Figure 1. Clock routing (run 1).
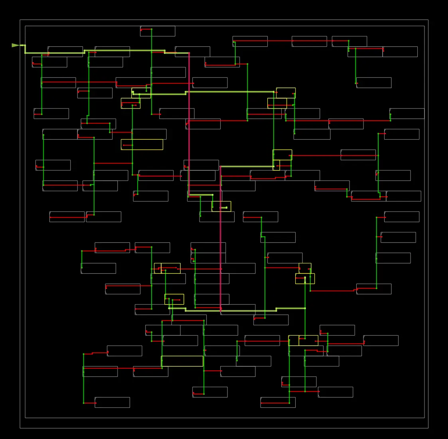
Figure 2. Sizing map (run 1).
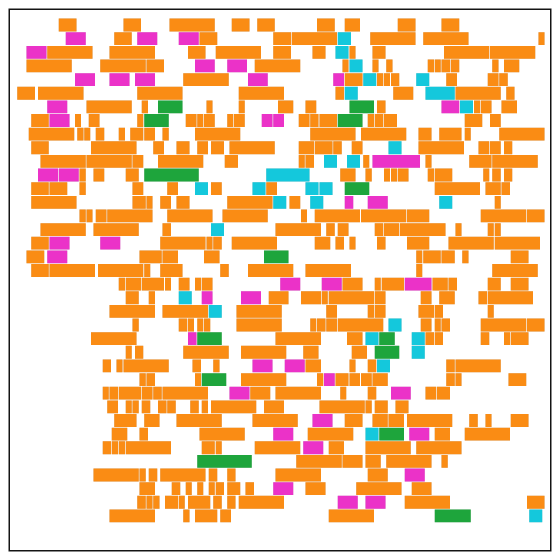
Figure 3. Placed cells, one color a class (run 1).
Bar = 20 um. Fill, decap, tap and diode cells in gray.
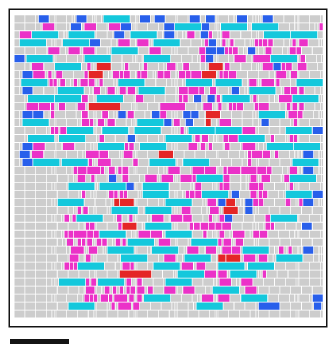
Figure 4. Metal 2 (run 1).
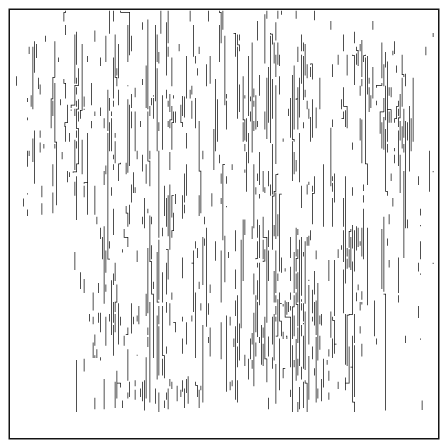
===== src/rtl/dht_uart_reporter_pkg.sv =====
`default_nettype none
// ============================================================================
//  Module   : dht_uart_reporter_pkg
//  Brief    : ASCII constants, line lengths and FSM encoding shared by the
//             DHT11 report sequencer and its helpers.
//  Revision : 1.0  initial release
// ============================================================================
package dht_uart_reporter_pkg;

   localparam logic [7:0] CHR_H     = 8'h48;
   localparam logic [7:0] CHR_T     = 8'h54;
   localparam logic [7:0] CHR_EQ    = 8'h3D;
   localparam logic [7:0] CHR_COMMA = 8'h2C;
   localparam logic [7:0] CHR_CR    = 8'h0D;
   localparam logic [7:0] CHR_LF    = 8'h0A;
   localparam logic [7:0] CHR_0     = 8'h30;

   localparam int MSG_LEN_CRLF   = 13;
   localparam int MSG_LEN_NOCRLF = 11;

   typedef enum logic [2:0] {
      ST_IDLE      = 3'd0,
      ST_CONV_H    = 3'd1,
      ST_CONV_T    = 3'd2,
      ST_LOAD      = 3'd3,
      ST_SEND      = 3'd4,
      ST_WAIT_ACK  = 3'd5,
      ST_WAIT_DONE = 3'd6,
      ST_FINISH    = 3'd7
   } state_t;

   // One BCD digit rendered as its ASCII character.
   function automatic logic [7:0] ascii_digit(input logic [3:0] d);
      return CHR_0 + {4'h0, d};
   endfunction

endpackage
`default_nettype wire


===== src/rtl/dht_uart_reporter_bin2bcd8.sv =====
`default_nettype none
// ============================================================================
//  Module   : bin2bcd8
//  Brief    : Serial 8-bit double-dabble converter. A start pulse loads the
//             operand; eight shift cycles later done pulses for one cycle
//             and bcd holds the three-digit result.
//  Revision : 1.0  initial release
// ============================================================================
module bin2bcd8 (
   input  logic        clk,
   input  logic        reset_n,
   input  logic        start,
   input  logic [7:0]  bin,
   output logic [11:0] bcd,
   output logic        done
);

   logic [7:0]  r_bin;
   logic [11:0] r_bcd;
   logic [3:0]  r_cnt;
   logic        r_done;
   logic [10:0] w_adj;

   // Add-3 correction on units and tens before each shift; the hundreds
   // digit of an 8-bit operand never reaches 5, so it is passed through.
   always_comb begin
      w_adj = r_bcd[10:0];
      if (r_bcd[3:0] >= 4'd5) w_adj[3:0] = r_bcd[3:0] + 4'd3;
      if (r_bcd[7:4] >= 4'd5) w_adj[7:4] = r_bcd[7:4] + 4'd3;
   end

   // Load on start, then shift one binary bit into the BCD field per cycle.
   always_ff @(posedge clk or negedge reset_n) begin
      if (!reset_n) begin
         r_bin  <= 8'h00;
         r_bcd  <= 12'h000;
         r_cnt  <= 4'd0;
         r_done <= 1'b0;
      end else begin
         r_done <= 1'b0;
         if (start) begin
            r_bin <= bin;
            r_bcd <= 12'h000;
            r_cnt <= 4'd8;
         end else if (r_cnt != 4'd0) begin
            {r_bcd, r_bin} <= {w_adj, r_bin, 1'b0};
            r_cnt          <= r_cnt - 4'd1;
            if (r_cnt == 4'd1) r_done <= 1'b1;
         end
      end
   end

   assign bcd  = r_bcd;
   assign done = r_done;

endmodule
`default_nettype wire


===== src/rtl/dht_uart_reporter.sv =====
`default_nettype none
// ============================================================================
//  Module   : dht_uart_reporter
//  Brief    : Turns one DHT11 sample into "H=hhh,T=ttt[CR LF]" and streams it
//             byte by byte into uart_tx over the send/busy handshake.
//  Revision : 1.0  initial release
// ============================================================================
module dht_uart_reporter
   import dht_uart_reporter_pkg::*;
#(
   parameter int ADD_CRLF    = 1,
   parameter int ACK_TIMEOUT = 15
) (
   input  logic       clk,
   input  logic       reset_n,
   input  logic [7:0] humid,
   input  logic [7:0] temp,
   input  logic       sample_valid,
   input  logic       tx_busy,
   output logic [7:0] tx_data,
   output logic       tx_send,
   output logic       report_busy,
   output logic       report_done,
   output logic       dropped,
   output logic       tx_err
);

   localparam logic [3:0] c_LAST_IDX = (ADD_CRLF != 0) ? 4'(MSG_LEN_CRLF - 1)
                                                       : 4'(MSG_LEN_NOCRLF - 1);
   localparam logic [7:0] c_ACK_LAST = 8'(ACK_TIMEOUT - 1);

   state_t      r_state, w_state_next;
   logic [7:0]  r_humid, r_temp;
   logic [11:0] r_bcd_h, r_bcd_t;
   logic [3:0]  r_idx;
   logic [7:0]  r_ack_cnt;
   logic        r_kick;
   logic [7:0]  r_tx_data;
   logic        r_report_busy, r_report_done, r_dropped, r_tx_err;
   logic        w_tx_send;
   logic [7:0]  w_bin;
   logic [11:0] w_bcd;
   logic        w_conv_done;
   logic [7:0]  w_char;

   // The single converter serves humidity first, then temperature.
   assign w_bin = (r_state == ST_CONV_H) ? r_humid : r_temp;

   bin2bcd8 u_bcd (
      .clk     (clk),
      .reset_n (reset_n),
      .start   (r_kick),
      .bin     (w_bin),
      .bcd     (w_bcd),
      .done    (w_conv_done)
   );

   // Character at the current byte index of the report line.
   always_comb begin
      w_char = 8'h00;
      case (r_idx)
         4'd0:    w_char = CHR_H;
         4'd1:    w_char = CHR_EQ;
         4'd2:    w_char = ascii_digit(r_bcd_h[11:8]);
         4'd3:    w_char = ascii_digit(r_bcd_h[7:4]);
         4'd4:    w_char = ascii_digit(r_bcd_h[3:0]);
         4'd5:    w_char = CHR_COMMA;
         4'd6:    w_char = CHR_T;
         4'd7:    w_char = CHR_EQ;
         4'd8:    w_char = ascii_digit(r_bcd_t[11:8]);
         4'd9:    w_char = ascii_digit(r_bcd_t[7:4]);
         4'd10:   w_char = ascii_digit(r_bcd_t[3:0]);
         4'd11:   w_char = CHR_CR;
         4'd12:   w_char = CHR_LF;
         default: w_char = 8'h00;
      endcase
   end

   // State register.
   always_ff @(posedge clk or negedge reset_n) begin
      if (!reset_n) r_state <= ST_IDLE;
      else          r_state <= w_state_next;
   end

   // Next-state decode; tx_send is gated by busy so it can never overlap it.
   always_comb begin
      w_state_next = r_state;
      w_tx_send    = 1'b0;
      case (r_state)
         ST_IDLE:      if (sample_valid) w_state_next = ST_CONV_H;
         ST_CONV_H:    if (w_conv_done)  w_state_next = ST_CONV_T;
         ST_CONV_T:    if (w_conv_done)  w_state_next = ST_LOAD;
         ST_LOAD:      w_state_next = ST_SEND;
         ST_SEND: begin
            if (!tx_busy) begin
               w_tx_send    = 1'b1;
               w_state_next = ST_WAIT_ACK;
            end
         end
         ST_WAIT_ACK: begin
            if (tx_busy)                      w_state_next = ST_WAIT_DONE;
            else if (r_ack_cnt == c_ACK_LAST) w_state_next = ST_IDLE;
         end
         ST_WAIT_DONE: begin
            if (!tx_busy) w_state_next = (r_idx == c_LAST_IDX) ? ST_FINISH : ST_LOAD;
         end
         ST_FINISH:    w_state_next = ST_IDLE;
         default:      w_state_next = ST_IDLE;
      endcase
   end

   // Datapath: sample capture, BCD storage, byte index, ack timer, status pulses.
   always_ff @(posedge clk or negedge reset_n) begin
      if (!reset_n) begin
         r_humid       <= 8'h00;
         r_temp        <= 8'h00;
         r_bcd_h       <= 12'h000;
         r_bcd_t       <= 12'h000;
         r_idx         <= 4'd0;
         r_ack_cnt     <= 8'd0;
         r_kick        <= 1'b0;
         r_tx_data     <= 8'h00;
         r_report_busy <= 1'b0;
         r_report_done <= 1'b0;
         r_dropped     <= 1'b0;
         r_tx_err      <= 1'b0;
      end else begin
         r_kick        <= 1'b0;
         r_report_done <= 1'b0;
         r_tx_err      <= 1'b0;
         r_dropped     <= sample_valid && (r_state != ST_IDLE);
         case (r_state)
            ST_IDLE: begin
               if (sample_valid) begin
                  r_humid       <= humid;
                  r_temp        <= temp;
                  r_idx         <= 4'd0;
                  r_report_busy <= 1'b1;
                  r_kick        <= 1'b1;
               end
            end
            ST_CONV_H: begin
               if (w_conv_done) begin
                  r_bcd_h <= w_bcd;
                  r_kick  <= 1'b1;
               end
            end
            ST_CONV_T: if (w_conv_done) r_bcd_t <= w_bcd;
            ST_LOAD: begin
               r_tx_data <= w_char;
               r_ack_cnt <= 8'd0;
            end
            ST_WAIT_ACK: begin
               if (!tx_busy) begin
                  if (r_ack_cnt == c_ACK_LAST) begin
                     r_tx_err      <= 1'b1;
                     r_report_busy <= 1'b0;
                  end else begin
                     r_ack_cnt <= r_ack_cnt + 8'd1;
                  end
               end
            end
            ST_WAIT_DONE: begin
               if (!tx_busy && (r_idx != c_LAST_IDX)) r_idx <= r_idx + 4'd1;
            end
            ST_FINISH: begin
               r_report_done <= 1'b1;
               r_report_busy <= 1'b0;
            end
            default: ;
         endcase
      end
   end

   assign tx_data     = r_tx_data;
   assign tx_send     = w_tx_send;
   assign report_busy = r_report_busy;
   assign report_done = r_report_done;
   assign dropped     = r_dropped;
   assign tx_err      = r_tx_err;

endmodule
`default_nettype wire


===== config.mk =====
export PLATFORM = sky130hd
export DESIGN_NAME = dht_uart_reporter
export DESIGN_NICKNAME = d
export VERILOG_FILES = /design/src/rtl/dht_uart_reporter_pkg.sv /design/src/rtl/dht_uart_reporter_bin2bcd8.sv /design/src/rtl/dht_uart_reporter.sv
export SDC_FILE = /design/constraint.sdc
export NUM_CORES = 1
export LEC_CHECK = 0
export CORE_UTILIZATION = 40
export CTS_CLUSTER_DIAMETER = 30
export DETAILED_ROUTE_END_ITERATION = 12
export GPL_ROUTABILITY_DRIVEN = 0
export PLACE_DENSITY_LB_ADDON = 0.1
export SYNTH_ARGS = -nofsm -noshare
export SYNTH_HDL_FRONTEND = slang
export SYNTH_SLANG_ARGS = --single-unit

===== constraint.sdc =====
create_clock -name clk -period 2.2 [get_ports clk]
set_clock_uncertainty 0.15 [all_clocks]
set_input_delay 0.44 -clock clk [delete_from_list [all_inputs] [get_ports clk]]
set_output_delay 0.44 -clock clk [all_outputs]
set_load 0.005 [all_outputs]

==> flow_summary_export.csv, run 1 <==
group,metric,value,unit
layout,fin_cells,613,
detailed_routing,post_drt_wl_per_cell,15.2,um
floorplan,die_width,108,um
worst_setup_path,cp.required,1.61,ns
floorplan,num_rows,38,
worst_setup_path,kind_of_launch_point_of_the_worst_setup_path,"input port",
sta,finalClockPeriodUsage,91.4,%
sta,maxSlewViolCount,0,
sta,finalHoldViolations,0,
global_route,grt-ovfl-total,0,
global_route,antenna_found_initial,0,
synth,synth-main-ff-cell,"sky130_fd_sc_hd__dfrtp_1",
floorplan,chipArea,0.0116,mm2
sta,timing.slew.headroom,64.5,%
worst_setup_path,crit_chain,"clkdlybuf4s50_1 -> nor2_2 -> nand2_1 -> nor2_1 -> dlygate4sd2_1",
clock_network,cts_made_buffers,9,
synth,synth-warning-count,0,
placed_design,hpwl,6360,um
job,drv.max_cap_violation_count,0,
placed_design,dpl.cell_count,594,
detailed_routing,via_count,3229,
worst_setup_path,max_stage_delay,0.44,ns
synth,post_synth_instance_area,0.00447,mm2
floorplan,die_h,108,um
pwr,p_leak,2.34,nW
global_route,grt_pass1_vias,3192,
pwr,power_density,1230,mW/mm2
global_route,grt_max_degree,60,
clock_network,tritoncts,"built",
sta,worst_slew_pin_slew,0.532,ns
synth,syn_avg_cell_area,10.5,um2
worst_setup_path,crit_path_top_delay_cell,"sky130_fd_sc_hd__clkdlybuf4s50_1",
worst_setup_path,critical_path.endpoint_type,"output pin",
synth,synthArstFlopShare,100,%
detailed_routing,totalWireLength,9310,um
hold_path,holdCritPathClass,"input port to asynchronous set/reset pin",
clock_network,htree_num_levels,3,
synth,most_common_cell,"sky130_fd_sc_hd__dfrtp_1",
sta,min_period,2.01,ns
global_route,grt_first_pass_wirelength,15900,um
detailed_routing,dr.pass1.iters,4,
synth,synth.distinct_cells,53,
synth,top_area_share,51.5,%
layout,fin_util,48.6,%
synth,enable_flop_cells,0,
clock_network,cts.sinks,92,
layout,layout.nets,501,
synth,netlist_instances,425,
synth,ys_area,0.00447,mm2
detailed_routing,post-route-drc-count,0,
floorplan,design.core.area,0.0109,mm2
sta,rsz_0062_raised_after_global_routing,"false",
global_route,groute.usage.overall,17.5,%
sta,max_clock_freq,497,MHz
synth,postSynthSeqShare,51.5,%
worst_setup_path,critical_path_peak_fanout,2,
floorplan,num_io_pins,33,
clock_network,clock-root-buffer,"sky130_fd_sc_hd__clkbuf_8",
synth,synth_top_cell_by_area,"sky130_fd_sc_hd__dfrtp_1",
worst_setup_path,timing.setup.critical_path_class,"input port to output pin",
clock_network,worst_skew_pair.late_latency,0.37,ns
clock_network,clkTransAtPathRegs,0.10,ns
pwr,max-vdd-ir-drop,0.000514,V
worst_setup_path,worst_ep_arrival_time,1.42,ns
clock_network,cts_buffer_depth,2,
job,total_number_of_warnings_across_the_stage_logs,34,
sta,setup-violations-final,0,
layout,antenna_diode_count,0,
floorplan,fp-utilization,41.1,%
placed_design,placement.io_buffers,31,
detailed_routing,drt_iter0_drc,214,
sta,timing.setup.tns,0,ns
detailed_routing,avgViaCountPerCell,5.27,
synth,yosys_cells,425,
synth,synthTopCellsByCount,"sky130_fd_sc_hd__dfrtp_1 (92), sky130_fd_sc_hd__nand2_1 (50), sky130_fd_sc_hd__mux2_2 (33), sky130_fd_sc_hd__nor2_1 (28), sky130_fd_sc_hd__o21ai_0 (20)",
layout,post_route_cells_drive_above_1_share,18.2,%
synth,synth-seq-cells,92,
placed_design,placement.cell_area,0.00504,mm2
synth,mappedNetlistNets,458,
detailed_routing,drt.antenna.violating_nets,0,
synth,netlist_top_cells_area,"sky130_fd_sc_hd__dfrtp_1 (51%), sky130_fd_sc_hd__mux2_2 (8.3%), sky130_fd_sc_hd__nand2_1 (4.2%)",
run_status,run_status,"complete, no violations",
## Picture notes: Figure 1
clkbuf count: 10
flop count: 92
Clock Power: 1.29 mW

## Picture notes: Figure 2
color	size	cells	most used
magenta	drive 2	43	mux2_2
orange	drive 1 or less	387	dfrtp_1
cyan	drive 3 to 4	29	buf_4
green	drive 6 and up	14	clkbuf_8
P&R area growth vs syn: 18.5%
Final Cell Area: 0.00530 mm2
nonclk buf count: 58
worst setup margin: 0.189 ns

## Picture notes: Figure 3
color	class	cells	share of their area
magenta	all other logic	307	40%
blue	other buffers and delay cells	58	10%
cyan	flip-flops	92	45%
red	clock drivers and dummy loads	16	4.4%

## Picture notes: Figure 4
nets with wire on the layer	406
main direction	vertical

-- run 1: report_power, final --
| part | total [mW] | switching [mW] | internal (mW) |
|---|---|---|---|
| clock network | 1.29 | 0.619 | 0.672 |
| logic | 2.36 | 1.16 | 1.20 |
| registers | 2.86 | 0.515 | 2.34 |
| total | 6.50 | 2.29 | 4.21 |
-- run 1: cell usage in the layout (no fill, tap or decap), drive strengths merged, types with 10 or more instances in the layout --
| cell | n |
|---|---|
| dfrtp | 92 |
| ha | 13 |
| a21oi | 19 |
| mux2 | 42 |
| nand2 | 50 |
| clkdlybuf4s50 | 29 |
| buf | 27 |
| and2 | 10 |
| clkbuf | 10 |
| a211oi | 12 |
| o21ai | 24 |
| nor2 | 29 |
| inv | 13 |
-- run 1: stage by stage --
step	hold WS [ns]	total power, mW	worst slack [ns]
6_report	0.316	6.50	0.189
2_1_floorplan	-0.00559	4.44	0.326
3_5_place_dp	0.177	5.24	-0.0815
5_1_grt	0.334	7.05	0.0266
4_1_cts	0.315	6.57	0.186
3_3_place_gp	0.175	5.19	-0.0594
-- run 1: cell families (layout without fill, tap and decap cells) --
group / Yosys count / after routing / synth area share, %
flops: 92 / 92 / 51.5
mux: 46 / 46 / 11.5
other cells: 1 / 1 / 0.0839
fa+ha+maj: 13 / 13 / 3.64
simple gates: 135 / 135 / 14.6
xor+xnor: 9 / 9 / 1.76
compound gates: 91 / 91 / 13.4
buf+inv: 38 / 86 / 3.53
-- run 1: layout make-up --
type | count | area, um2
clock buffers | 10 | 138
clock inverters | 6 | 86.3
fillers | 1047 | 5590
inverters | 12 | 45.0
multi-input cells | 295 | 2020
flip-flops and latches | 92 | 2300
well taps | 140 | 175
repair buffers | 58 | 524
-- run 1: what timing repair did --
item | CTS | global route
hold buffers | 1 | 0
setup endpoints to repair | 1 | 2
endpoints found under the hold margin | 15 | 0
gates resized | 3 | 1
setup buffers | 2 | 0
pin swaps | 1 | 0
-- run 1: state kept, by name, summed over array words and instances (netlist names), 7 cells and up --
signal / count
r_bcd_h: 12
r_bcd_t: 12
u_bcd.bcd: 12
r_ack_cnt: 8
r_humid: 8
r_temp: 8
u_bcd.r_bin: 8
tx_data: 7
-- run 1: layer usage --
layer  up-vias  global-route usage (%)  wire, um
li1       1576                       -         -
met1      1592                    24.8      4720
met2        54                    26.7      4160
met3         7                    3.75       325
met4         0                    5.58       103
met5         -                       0         0
-- run 1: path summary, 6_finish.rpt --
kind,cells past startpoint,start,slack (ns),to
max,5,tx_busy,0.19,tx_send
min,2,reset_n,0.32,r_ack_cnt[5]$_DFFE_PN0P_
max reg2reg,5,r_state[0]$_DFFE_PN0P_,0.19,r_humid[7]$_DFFE_PN0P_
min reg2reg,2,tx_data[1]$_DFFE_PN0N_,0.32,tx_data[1]$_DFFE_PN0N_
max in group asynchronous,3,reset_n,0.99,u_bcd.r_bin[7]$_DFFE_PN0P_
min in group clk,2,tx_data[1]$_DFFE_PN0N_,0.32,tx_data[1]$_DFFE_PN0N_
-- run 1: critical path, delay by kind of cell --
kind,cells,cell delay (ns)
buf+inv,2,0.67
simple gates,3,0.31
==> inputs of run 2 (changes only) <==
--- a/config.mk
+++ b/config.mk
@@ -10,6 +10,7 @@
 export DETAILED_ROUTE_END_ITERATION = 12
 export GPL_ROUTABILITY_DRIVEN = 0
 export PLACE_DENSITY_LB_ADDON = 0.1
+export SKIP_LAST_GASP = 1
 export SYNTH_ARGS = -nofsm -noshare
 export SYNTH_HDL_FRONTEND = slang
 export SYNTH_SLANG_ARGS = --single-unit
Figure 5. Logic cells by family (run 2).
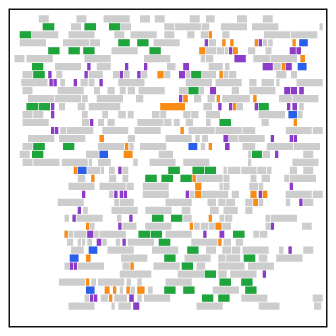
color	family	cells	most used
green	multiplexers	46	mux2_2
blue	XOR/XNOR gates	9	xnor2_1
purple	NAND gates	69	nand2_1
orange	NOR gates	44	nor2_1
top logic cell by instance count in the layout: sky130_fd_sc_hd__dfrtp_1
combinational fraction of the cell area: 38.2%

==> flow_summary_export.csv, run 2 <==
group,metric,value,unit
pwr,power.clock.fraction,19.8,%
job,total_number_of_warnings_across_the_stage_logs,34,
layout,layout.nets,501,
pwr,power_density,1230,mW/mm2
synth,ys_area,0.00447,mm2
clock_network,worst_skew_pair.late_latency,0.37,ns
global_route,globalRouteMet2Util,26.7,%
sta,finalHoldViolations,0,
synth,mappedNetlistNets,458,
worst_setup_path,crit_path_top_delay_cell,"sky130_fd_sc_hd__clkdlybuf4s50_1",
clock_network,tritoncts,"built",
pwr,power.combinational.fraction,36.2,%
placed_design,hpwl,6360,um
synth,synth.distinct_cells,53,
floorplan,design.core.area,0.0109,mm2
clock_network,cts_made_buffers,9,
pwr,switching_share,35.3,%
sta,setup-violations-final,0,
placed_design,dpl.cell_count,594,
synth,netlist_top_cells_area,"sky130_fd_sc_hd__dfrtp_1 (51%), sky130_fd_sc_hd__mux2_2 (8.3%), sky130_fd_sc_hd__nand2_1 (4.2%)",
layout,post_route_cells_drive_above_1_share,18.2,%
floorplan,chipArea,0.0116,mm2
global_route,grt_max_degree,60,
sta,min_period,2.01,ns
global_route,gr-max-usage-layer,"met2",
worst_setup_path,critical_path.endpoint_type,"output pin",
run_status,run_status,"complete, no violations",
layout,multi_input_comb_area,0.00202,mm2
global_route,antenna_found_initial,0,
detailed_routing,via_count,3229,
pwr,intPower,4.21,mW
clock_network,htree_num_levels,3,
synth,yosys_cells,425,
floorplan,num_io_pins,33,
layout,fin_cells,613,
synth,syn_avg_cell_area,10.5,um2
detailed_routing,avgViaCountPerCell,5.27,
clock_network,clkTransAtPathRegs,0.10,ns
global_route,grt_first_pass_wirelength,15900,um
worst_setup_path,crit_chain,"clkdlybuf4s50_1 -> nor2_2 -> nand2_1 -> nor2_1 -> dlygate4sd2_1",
synth,most_common_cell,"sky130_fd_sc_hd__dfrtp_1",
synth,synth-seq-cells,92,
synth,synth_top_cell_by_area,"sky130_fd_sc_hd__dfrtp_1",
placed_design,placement.io_buffers,31,
sta,timing.slew.headroom,64.5,%
worst_setup_path,timing.setup.critical_path_class,"input port to output pin",
global_route,use_met3,3.75,%
global_route,grt-ovfl-total,0,
detailed_routing,drt.antenna.violating_nets,0,
hold_path,holdCritPathClass,"input port to asynchronous set/reset pin",
synth,synth-main-ff-cell,"sky130_fd_sc_hd__dfrtp_1",
detailed_routing,post_drt_wl_per_cell,15.2,um
worst_setup_path,kind_of_launch_point_of_the_worst_setup_path,"input port",
layout,p_r_area_growth_vs_syn,18.5,%
detailed_routing,dr.pass1.iters,4,
synth,netlist_instances,425,
global_route,grt_pass1_vias,3192,
pwr,max-vdd-ir-drop,0.000514,V
sta,whs,0.316,ns
clock_network,cts_buffer_depth,2,
pwr,p_leak,2.34,nW
synth,top_area_share,51.5,%
sta,rsz_0062_raised_after_global_routing,"false",
layout,antenna_diode_count,0,
worst_setup_path,max_stage_delay,0.44,ns
floorplan,fp-utilization,41.1,%
pwr,net-switching-power,2.29,mW
[run 2: metal layers]
metal	wire (um)	share of wire (%)
met2	4160	45
met1	4720	51
met4	103	1.1
met3	325	3.5
met5	0	0
[run 2: cell type report]
type	instances	share of cell area [%]
repair buffers	58	9.90
flip-flops and latches	92	43.5
clock buffers	10	2.60
inverters	12	0.850
multi-input cells	295	38.2
clock inverters	6	1.63
well taps	140	3.31
[run 2: critical path: cells and delay by family]
kind / cells / cell delay [ns]
buffers and inverters: 2 / 0.67
AND/OR/NAND/NOR: 3 / 0.31
[run 2: stage by stage]
stage	setup slack, ns	TNS [ns]	power, mW	utilization (%)	instance area (um2)
finish	0.189	0	6.50	48.6	5300
global route	0.0266	0	7.05	48.6	5300
CTS	0.186	0	6.57	48.6	5290
detailed placement	-0.0815	-0.288	5.24	46.3	5040
floorplan	0.326	0	4.44	-	4470
global placement	-0.0594	-0.114	5.19	46.3	5040
[run 2: worst paths after layout]
check / start / endpoint / slack, ns / cells past startpoint
worst max-delay path: tx_busy / tx_send / 0.19 / 5
min in group clk: tx_data[1]$_DFFE_PN0N_ / tx_data[1]$_DFFE_PN0N_ / 0.32 / 2
worst min register to register: tx_data[1]$_DFFE_PN0N_ / tx_data[1]$_DFFE_PN0N_ / 0.32 / 2
worst max register to register: r_state[0]$_DFFE_PN0P_ / r_humid[7]$_DFFE_PN0P_ / 0.19 / 5
worst min-delay path: reset_n / r_ack_cnt[5]$_DFFE_PN0P_ / 0.32 / 2
max in group asynchronous: reset_n / u_bcd.r_bin[7]$_DFFE_PN0P_ / 0.99 / 3
[run 2: logic make-up (layout without fill, tap and decap cells)]
group                    count (synthesis)  in the layout  share of synthesized area [%]
adder cells (fa/ha/maj)                 13             13                           3.64
multiplexers                            46             46                           11.5
XOR/XNOR                                 9              9                           1.76
flip-flops                              92             92                           51.5
AND/OR/NAND/NOR                        135            135                           14.6
other                                    1              1                         0.0839
buffers and inverters                   38             86                           3.53
AND-OR/OR-AND                           91             91                           13.4
[run 2: timing repair]
item	in CTS	in global routing
pin swaps	1	0
hold endpoints to repair	15	0
setup buffers	2	0
hold buffers	1	0
resized	3	1
setup endpoints to repair	1	2
[run 2: power groups by stage]
stage / clock (mW) / combinational, mW / sequential, mW
global placement: 0 / 2.30 / 2.89
global route: 1.41 / 2.69 / 2.95
finish: 1.29 / 2.36 / 2.86
floorplan: 0 / 1.73 / 2.71
detailed placement: 0 / 2.35 / 2.90
CTS: 1.33 / 2.39 / 2.86
Power is estimated from default activity; no workload was simulated.
